File: src/rtl/psum_dequant_accumulator.sv
`default_nettype none
// ============================================================================
// Module      : psum_dequant_accumulator
// Description : Dequantizes a stored 8-bit psum back into the 21-bit psum
//               domain (sign-extend, shift left by SHIFT), accumulates up to
//               ACC_LEN signed products onto it and emits the 21-bit psum
//               through a valid/ready handshake.
// Revision    : 1.0 - initial release
// ============================================================================
module psum_dequant_accumulator #(
    parameter int ACC_LEN = 6,
    parameter int SHIFT   = 10,
    parameter int PROD_W  = 16,
    parameter int OUT_W   = 21
) (
    input  logic              clk,
    input  logic              rst,
    input  logic              start,
    input  logic [2:0]        acc_len,
    input  logic              use_prev,
    input  logic [7:0]        psum_in,
    input  logic              psum_in_valid,
    output logic              psum_in_ready,
    input  logic [PROD_W-1:0] prod_in,
    input  logic              prod_in_valid,
    output logic              prod_in_ready,
    output logic [OUT_W-1:0]  data_out,
    output logic              data_out_valid,
    input  logic              data_out_ready,
    output logic              busy
);

    localparam logic [2:0] c_max_len = 3'(ACC_LEN);

    typedef enum logic [1:0] {
        ST_IDLE = 2'd0,
        ST_LOAD = 2'd1,
        ST_ACC  = 2'd2,
        ST_OUT  = 2'd3
    } state_t;

    state_t            r_state;
    state_t            w_state_next;
    logic [2:0]        r_len;
    logic [2:0]        r_count;
    logic [OUT_W-1:0]  r_acc;
    logic [OUT_W-1:0]  r_data_out;

    logic              w_psum_ready;
    logic              w_prod_ready;
    logic              w_out_valid;
    logic [2:0]        w_len_clamped;
    logic [2:0]        w_count_inc;
    logic [OUT_W-1:0]  w_dequant;
    logic [OUT_W-1:0]  w_prod_ext;
    logic [OUT_W-1:0]  w_acc_sum;

    // Stored byte lands in bits [SHIFT+7:SHIFT] so the requantizer slice returns it unchanged
    assign w_dequant     = {{(OUT_W-8){psum_in[7]}}, psum_in} << SHIFT;
    assign w_prod_ext    = {{(OUT_W-PROD_W){prod_in[PROD_W-1]}}, prod_in};
    assign w_acc_sum     = r_acc + w_prod_ext;
    assign w_count_inc   = r_count + 3'd1;
    assign w_len_clamped = (acc_len > c_max_len) ? c_max_len : acc_len;

    // Next-state and handshake outputs; a zero-length job with a previous psum skips ACC
    always_comb begin
        w_state_next = r_state;
        w_psum_ready = 1'b0;
        w_prod_ready = 1'b0;
        w_out_valid  = 1'b0;
        case (r_state)
            ST_IDLE: begin
                if (start) begin
                    w_state_next = use_prev ? ST_LOAD : ST_ACC;
                end
            end
            ST_LOAD: begin
                w_psum_ready = 1'b1;
                if (psum_in_valid) begin
                    w_state_next = (r_len == 3'd0) ? ST_OUT : ST_ACC;
                end
            end
            ST_ACC: begin
                w_prod_ready = (r_count < r_len);
                if (!w_prod_ready) begin
                    w_state_next = ST_OUT;
                end else if (prod_in_valid && (w_count_inc == r_len)) begin
                    w_state_next = ST_OUT;
                end
            end
            ST_OUT: begin
                w_out_valid = 1'b1;
                if (data_out_ready) begin
                    w_state_next = ST_IDLE;
                end
            end
            default: w_state_next = ST_IDLE;
        endcase
    end

    // State register
    always_ff @(posedge clk or posedge rst) begin
        if (rst) begin
            r_state <= ST_IDLE;
        end else begin
            r_state <= w_state_next;
        end
    end

    // Datapath: job length latch, accumulator, product counter and result register
    always_ff @(posedge clk or posedge rst) begin
        if (rst) begin
            r_len      <= 3'd0;
            r_count    <= 3'd0;
            r_acc      <= '0;
            r_data_out <= '0;
        end else begin
            case (r_state)
                ST_IDLE: begin
                    if (start) begin
                        r_len   <= w_len_clamped;
                        r_count <= 3'd0;
                        r_acc   <= '0;
                    end
                end
                ST_LOAD: begin
                    if (psum_in_valid) begin
                        r_acc <= w_dequant;
                        if (r_len == 3'd0) begin
                            r_data_out <= w_dequant;
                        end
                    end
                end
                ST_ACC: begin
                    if (w_prod_ready && prod_in_valid) begin
                        r_acc   <= w_acc_sum;
                        r_count <= w_count_inc;
                        if (w_count_inc == r_len) begin
                            r_data_out <= w_acc_sum;
                        end
                    end else if (!w_prod_ready) begin
                        r_data_out <= r_acc;
                    end
                end
                ST_OUT: begin
                    if (data_out_ready) begin
                        r_count <= 3'd0;
                    end
                end
                default: ;
            endcase
        end
    end

    assign psum_in_ready  = w_psum_ready;
    assign prod_in_ready  = w_prod_ready;
    assign data_out_valid = w_out_valid;
    assign data_out       = r_data_out;
    assign busy           = (r_state != ST_IDLE);

endmodule
`default_nettype wire

File: config.mk
export PLATFORM = sky130hd
export DESIGN_NAME = psum_dequant_accumulator
export DESIGN_NICKNAME = d
export VERILOG_FILES = /design/src/rtl/psum_dequant_accumulator.sv
export SDC_FILE = /design/constraint.sdc
export NUM_CORES = 1
export LEC_CHECK = 0
export CORE_AREA = 2 2 114 116
export CTS_CLUSTER_SIZE = 30
export DETAILED_ROUTE_END_ITERATION = 16
export DIE_AREA = 0 0 116 118
export PLACE_DENSITY_LB_ADDON = 0.2
export SETUP_SLACK_MARGIN = 0.15
export SKIP_CTS_REPAIR_TIMING = 1
export SLEW_MARGIN = 25
export SYNTH_ARGS = -nofsm -noshare
export SYNTH_HDL_FRONTEND = slang
export SYNTH_SLANG_ARGS = --single-unit
File: constraint.sdc
create_clock -name clk -period 3 [get_ports clk]
set_input_delay 0.3 -clock clk [delete_from_list [all_inputs] [get_ports clk]]
set_output_delay 0.3 -clock clk [all_outputs]
set_load 0.01 [all_outputs]
power_grid.png
The bar under the picture is 20 um long. Pins as bars on the die edge.
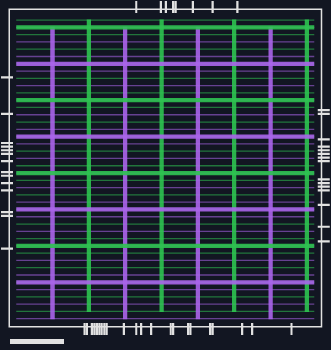
Green stands for VDD. Purple stands for VSS.
The core has 41 rows. 42 met1 rails follow the rows. 59 signal pins sit on the boundary.

placement_by_type.png
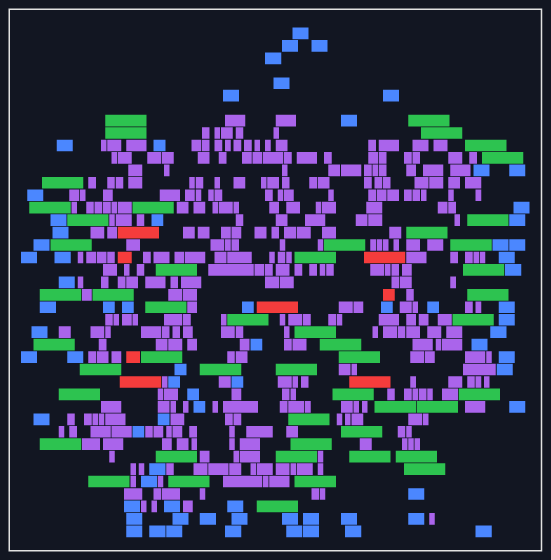
Red stands for clock drivers and dummy loads, cells 8. Green stands for sequential cells, cells 50. Blue stands for remaining buffers and delay cells, cells 73. Purple stands for combinational and other logic, cells 357.
core area: 12400 um2
fraction of area in registers: 0.268
Finished Core Util: 0.376
cell area after layout: 4670 um2
row count: 41

clk_routes.png
The bar under the picture is 20 um long.
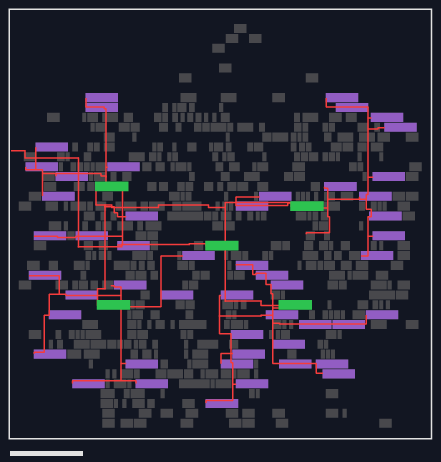
Red stands for clock wires, length 762 um. Purple stands for flip-flops, count 50. Green stands for clock drivers, count 5.
There are 6 routed clock nets.

==> flow_summary.toml <==
# generated from flow reports
[status]
status = "complete, no violations"

[logic_synthesis]
yosysTopAreaCell = "dfrtp_1"
seq_area_frac_synth = 0.339
postSynthCellCount = 426
edf_count = 0
synth.area.top_cells = "dfrtp_1 34%, ha_1 9.8%, nand2_1 5.8%"
yosys_area_um2 = 3690
ys_ff = 50
top_cells_by_count = "57 x nand2_1, 50 x dfrtp_1, 29 x a21oi_1, 29 x ha_1, 29 x o21ai_0"
synthFlopType = "dfrtp_1"
ys_cells = 426

[layout]
clk_share = 0.0321
buffer_area_frac = 0.148
nets = 551
largest_class = "multi-input combinational cells"
antenna_cells = 0
nNonClkBuffers = 73
comb_area_frac = 0.491

[final_timing]
hold_violations = 0
min_period_ns = 2.66
hold_slack_ns = 0.406
setup-violations-final = 0
finClkSkew_ns = 0.00376
min_period_over_period = 0.886

[setup_path]
critPathTopFamily = "simple AND/OR/NAND/NOR gates"
slowest_stage = "or4_1"
cp_cell_sequence = "inv_1, ha_1, nand3b_1, a31oi_4, or4_1, or2_4, or3_1, nand3_1"
cp.arrival_ns = 2.90
cp.required_ns = 3.24
cp-end-kind = "flip-flop"
crit_type = "flip-flop to flip-flop"

[drt]
wl_mm = 11.1
antenna_left = 0
post_drt_wl_per_cell_um = 16.9

[clock_network]
cts-root-buf = "clkbuf_16"
cts_tree = "done"
cts_max_path_buffers = 2
cts-buffers-inserted = 5
clkTransAtPathRegs_ns = 0.07

[grt]
grt_usage = 0.171
grt.overflow.total = 0
grt_max_degree = 32

[run]
warnings = 30
maxCapViolCount = 0

[die]
fp.dieH_um = 118
floorplan.core_util = 0.297
ios = 59

[worst_hold_path]
min_path_type = "input pin to asynchronous set/reset pin"
## worst reg2reg max path: stages (launching register included)
cell and delay (ns):
dfrtp_1 0.42, inv_1 0.06, ha_1 0.34, nand3b_1 0.22, a31oi_4 0.18, or4_1 0.56, or2_4 0.35, or3_1 0.39
nand3_1 0.08
## kinds of logic after synthesis
logic type | after synthesis | synth area share
buffers and inverters | 37 | 0.0383
XOR/XNOR | 18 | 0.0468
flip-flops | 50 | 0.339
adder cells (fa/ha/maj) | 30 | 0.104
multiplexers | 10 | 0.0285
AND/OR/NAND/NOR | 149 | 0.190
AND-OR/OR-AND | 132 | 0.253
## final timing paths
check	cells after the start	end	startpoint	slack, ns
min reg2reg	2	data_out[6]	data_out[6]	0.48
max in group asynchronous	3	r_acc[15]	rst	1.95
max reg2reg	8	r_acc[20]	r_len[2]	0.34
max	8	r_acc[20]	r_len[2]	0.34
min in group clk	2	data_out[6]	data_out[6]	0.48
min	2	data_out[1]	rst	0.41
## sequential cells by signal, indices dropped and copies added (netlist names)
register	count
data_out	21
r_acc	21
r_count	3
r_len	3
r_state	2
## metal layers
layer,wire [um],GRT usage
met5,0,0
met1,4970,0.228
met3,550,0.0330
met2,5400,0.281
met4,204,0.0454
## report_power, final
part	leakage, nW	internal, mW	switching (mW)
registers	0.650	0.942	0.201
logic	1.30	1.16	1.62
clock network	0.0704	0.314	0.281
total	2.02	2.42	2.10
## stage by stage
stage	std cells	util	worst slack, ns	instance area, um2	total power, mW
2_1_floorplan	426	-	0.545	3690	2.90
4_1_cts	660	0.376	0.344	4670	4.54
3_5_place_dp	652	0.364	0.0532	4520	3.93
3_3_place_gp	652	0.364	0.121	4520	3.91
6_report	660	0.376	0.341	4670	4.52
5_1_grt	660	0.376	0.199	4670	4.90
Power and IR drop assume default switching activity.
